### config.mk
export PLATFORM = sky130hd
export DESIGN_NAME = fpu_normalize
export DESIGN_NICKNAME = d
export VERILOG_FILES = /design/src/rtl/fpu_normalize.sv
export SDC_FILE = /design/constraint.sdc
export NUM_CORES = 1
export LEC_CHECK = 0
export CORE_MARGIN = 2
export CORE_UTILIZATION = 55
export CTS_CLUSTER_DIAMETER = 80
export DETAILED_ROUTE_END_ITERATION = 8
export PLACE_DENSITY = 0.92
export SLEW_MARGIN = 10
export SYNTH_ARGS = -nofsm -noshare
export SYNTH_HDL_FRONTEND = slang
export SYNTH_SLANG_ARGS = --single-unit
### constraint.sdc
create_clock -name clk -period 8.1 [get_ports clk]
set_input_delay 0.81 -clock clk [delete_from_list [all_inputs] [get_ports clk]]
set_output_delay 0.81 -clock clk [all_outputs]
set_load 0.05 [all_outputs]
### src/rtl/fpu_normalize.sv
// FP32 normalizer/packer: shifts a 48-bit raw significand one bit per cycle until
// bit 46 is the leading one, then packs sign/exp/fraction plus guard/round/sticky.
module fpu_normalize (
    input  logic        clk,
    input  logic        rst,
    input  logic        in_valid,
    output logic        in_ready,
    input  logic        in_sign,
    input  logic [9:0]  in_exp,
    input  logic [47:0] in_mant,
    output logic        out_valid,
    input  logic        out_ready,
    output logic [31:0] out_word,
    output logic [2:0]  out_grs,
    output logic        out_overflow,
    output logic        out_underflow
);

    typedef enum logic [1:0] {IDLE, NORM, DONE} state_t;

    state_t             state, state_nx;
    logic               sign_r;
    logic signed [9:0]  exp_r;
    logic [47:0]        mant_r;

    // Resolution of the current NORM cycle: either final (norm_done) or another left shift.
    logic               norm_done;
    logic               fin_zero;
    logic signed [9:0]  fin_exp;
    logic [45:0]        fin_mant;

    always_comb begin
        norm_done = 1'b1;
        fin_zero  = 1'b0;
        fin_exp   = exp_r;
        fin_mant  = mant_r[45:0];
        if (mant_r == 48'd0) begin
            fin_zero = 1'b1;
        end else if (mant_r[47]) begin
            // Right shift keeps the dropped bit alive in the sticky position.
            fin_mant = {mant_r[46:2], mant_r[1] | mant_r[0]};
            fin_exp  = exp_r + 10'sd1;
        end else if (!mant_r[46]) begin
            norm_done = 1'b0;
        end
    end

    always_ff @(posedge clk or posedge rst) begin
        if (rst) state <= IDLE;
        else     state <= state_nx;
    end

    always_comb begin
        state_nx = state;
        case (state)
            IDLE:    if (in_valid)  state_nx = NORM;
            NORM:    if (norm_done) state_nx = DONE;
            DONE:    if (out_ready) state_nx = IDLE;
            default: state_nx = IDLE;
        endcase
    end

    always_comb begin
        in_ready  = (state == IDLE);
        out_valid = (state == DONE);
    end

    always_ff @(posedge clk or posedge rst) begin
        if (rst) begin
            sign_r <= 1'b0;
            exp_r  <= '0;
            mant_r <= '0;
        end else if (state == IDLE && in_valid) begin
            sign_r <= in_sign;
            exp_r  <= in_exp;
            mant_r <= in_mant;
        end else if (state == NORM && !norm_done) begin
            mant_r <= {mant_r[46:0], 1'b0};
            exp_r  <= exp_r - 10'sd1;
        end
    end

    // Packed result is captured once on entry to DONE and held through backpressure.
    always_ff @(posedge clk or posedge rst) begin
        if (rst) begin
            out_word      <= '0;
            out_grs       <= '0;
            out_overflow  <= 1'b0;
            out_underflow <= 1'b0;
        end else if (state == NORM && norm_done) begin
            out_grs       <= 3'b000;
            out_overflow  <= 1'b0;
            out_underflow <= 1'b0;
            if (fin_zero) begin
                out_word <= {sign_r, 31'b0};
            end else if (fin_exp >= 10'sd255) begin
                out_word     <= {sign_r, 8'hFF, 23'b0};
                out_overflow <= 1'b1;
            end else if (fin_exp <= 10'sd0) begin
                out_word      <= {sign_r, 31'b0};
                out_underflow <= 1'b1;
            end else begin
                out_word <= {sign_r, fin_exp[7:0], fin_mant[45:23]};
                out_grs  <= {fin_mant[22], fin_mant[21], |fin_mant[20:0]};
            end
        end
    end

endmodule
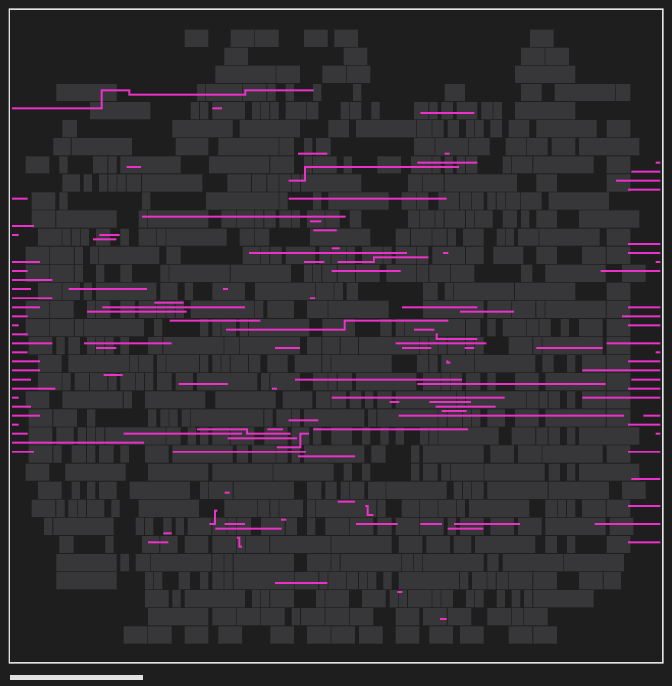
run_1/met3.png
Scale bar: 20 um.
- wire length on this layer: 916 um
- nets with wire on the layer: 102
- longest straight run: 33.6 um
met3 GRT Util: 0.03937
WL final: 12.65 mm
Via Count: 4416

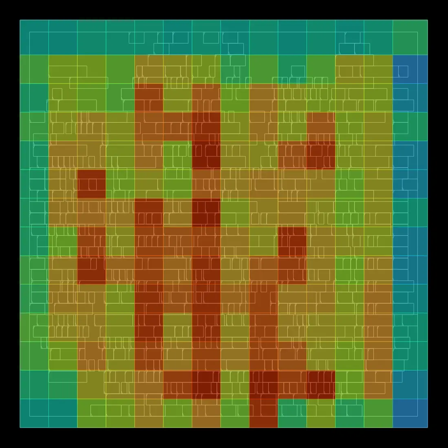
run_1/final_congestion.png
GR Layer Usage met1: 0.3680
met2 usage: 0.4442

==> results_slide.txt, run 1 <==
Key Metrics from the Run

Hold path
  – Worst hold start: sign_r

Synthesis
  – Most used flip-flop cell: dfrtp_1
  – Syn_area_per_cell: between 9 and 10 um2
  – Distinct lib cells: 46
  – Yosys top cell area share: 0.5036
  – Synthesized area: roughly 0.005 mm2
  – Number of cells in Yosys stat: ~540

Pwr
  – Sw frac: 0.4547

Placed design
  – # port buffers: 101
  – Place WS: 4.826 ns

Finish
  – #MultiIn Comb: about 400
  – Clock Buffer Count: 11
  – Commonest non-fill, non-tap cells in the layout: 147 x nand2_1, 101 x clkdlybuf4s50_1, 97 x dfrtp_1, 41 x nor2_1, 26 x a31oi_1
  – Fill cell count: roughly 650
  – Commonest Layout Cell: nand2_1

Die
  – Std cell rows: 34
  – FP Util: 0.5639

Run status
  – Status: complete, no violations

Clock tree
  – Clk buf depth: 2

Detailed routing
  – DR pass1 iterations: 6

STA
  – Slew headroom: 0.1760

Critical path
  – FF-to-FF path depth: 6
  – CP peak stage delay: between 1 and 1.5 ns
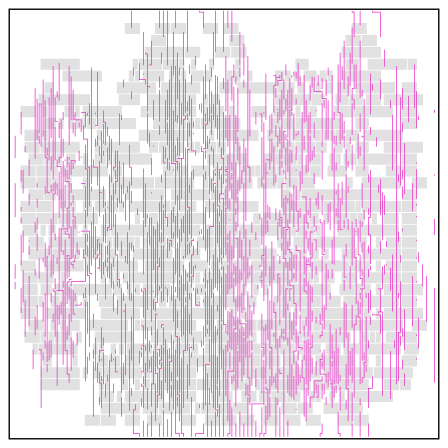
run_1/met2.png
- share of all routed wire: 50%
- nets with wire on the layer: 582
- longest straight run: 72.8 um

run_1/metal_stack.png
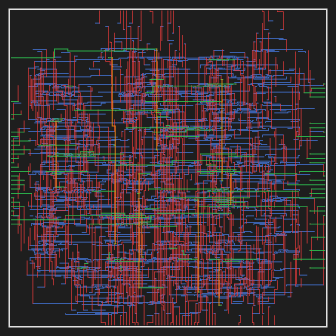

==> run 2: changes to the inputs <==
--- a/config.mk
+++ b/config.mk
@@ -6,10 +6,10 @@
 export NUM_CORES = 1
 export LEC_CHECK = 0
 export CORE_MARGIN = 2
-export CORE_UTILIZATION = 55
+export CORE_UTILIZATION = 51
 export CTS_CLUSTER_DIAMETER = 80
 export DETAILED_ROUTE_END_ITERATION = 8
-export PLACE_DENSITY = 0.92
+export PLACE_DENSITY = 0.87
 export SLEW_MARGIN = 10
 export SYNTH_ARGS = -nofsm -noshare
 export SYNTH_HDL_FRONTEND = slang
==> constraint.sdc (replaced) <==
create_clock -name clk -period 3.24 [get_ports clk]
set_input_delay 0.324 -clock clk [delete_from_list [all_inputs] [get_ports clk]]
set_output_delay 0.324 -clock clk [all_outputs]
set_load 0.05 [all_outputs]
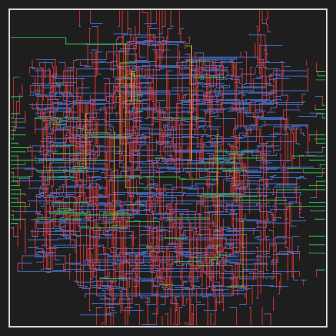
run_2/metal_stack.png
- red: met2 (wire length 6090 um)
- orange: met4 (wire length 250 um)
- green: met3 (wire length 770 um)
- blue: met1 (wire length 5580 um)

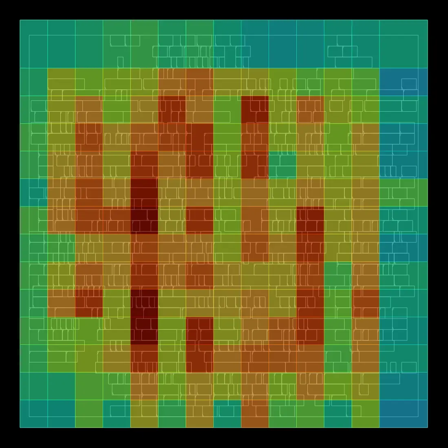
run_2/final_congestion.png
met3 GRT Util: 0.02899
GR Layer Usage met1: 0.3559

==> run 2 against run 1 <==
- sequential share of layout area is 0.64 points lower
- combinational power rose to 2.7 times the previous value
- global-route usage shrank 1.7 points
- flip-flop count unchanged
- largest power group unchanged
==> results_slide.txt, run 2 <==
Key Metrics from the Run

Run status
  – Status: complete, no violations (unchanged)

Critical path
  – Worst setup EP type: register (unchanged)
  – CP peak stage delay: 0.62 ns (was 1.06 ns)
  – FF-to-FF Start: mant_r[7] (was mant_r[47])

STA
  – Slew headroom: 0.3238 (was 0.1760)

Finish
  – Commonest non-fill, non-tap cells in the layout: 146 x nand2_1, 101 x clkdlybuf4s50_1, 97 x dfrtp_1, 41 x nor2_1, 26 x a31oi_1 (was 147 x nand2_1, 101 x clkdlybuf4s50_1, 97 x dfrtp_1, 41 x nor2_1, 26 x a31oi_1)
  – Fin nets: 692 (was 684)
  – Flop share of the area: 0.3947 (was 0.4011)
  – Flop area: 0.002454 mm2 (unchanged)
  – Fill cell count: 718 (was 650)
  – Comb area share: 0.3559 (was 0.3614)
  – Final core occ: 0.6727 (was 0.7083)
  – Clock Buffer Count: 11 (unchanged)
  – Commonest Layout Cell: nand2_1 (unchanged)

Synthesis
  – Yosys top cell area share: 0.5036 (unchanged)
  – Syn_area_per_cell: 9.001 um2 (unchanged)
  – Most used flip-flop cell: dfrtp_1 (unchanged)
  – Synthesized area: 0.004870 mm2 (unchanged)
  – Number of cells in Yosys stat: 541 (unchanged)
  – Distinct lib cells: 46 (unchanged)
  – Post-synthesis sequential area ratio: 0.5036 (unchanged)
  – Top cells by area: dfrtp_1 50%, nand2_1 11%, mux2i_1 5.1% (unchanged)

Detailed routing
  – DR vias/cell: 5.754 (was 6.041)
  – Via Count: 4373 (was 4416)
  – WL final: 12.69 mm (was 12.65 mm)

Pwr
  – Comb group: 3000 uW (was 1130 uW)
  – Sw frac: 0.4567 (was 0.4547)

Global routing
  – Met2 usage: 0.4033 (was 0.4442)

Placed design
  – # port buffers: 101 (unchanged)

Clock tree
  – H-tree depth: 3 (unchanged)

Run
  – Number of max-cap violations: 0 (unchanged)

Die
  – Die Ht: 101.7 um (was 98.10 um)
  – FP Util: 0.5270 (was 0.5639)
No activity file was given, so power comes from the tool's default toggle rates.
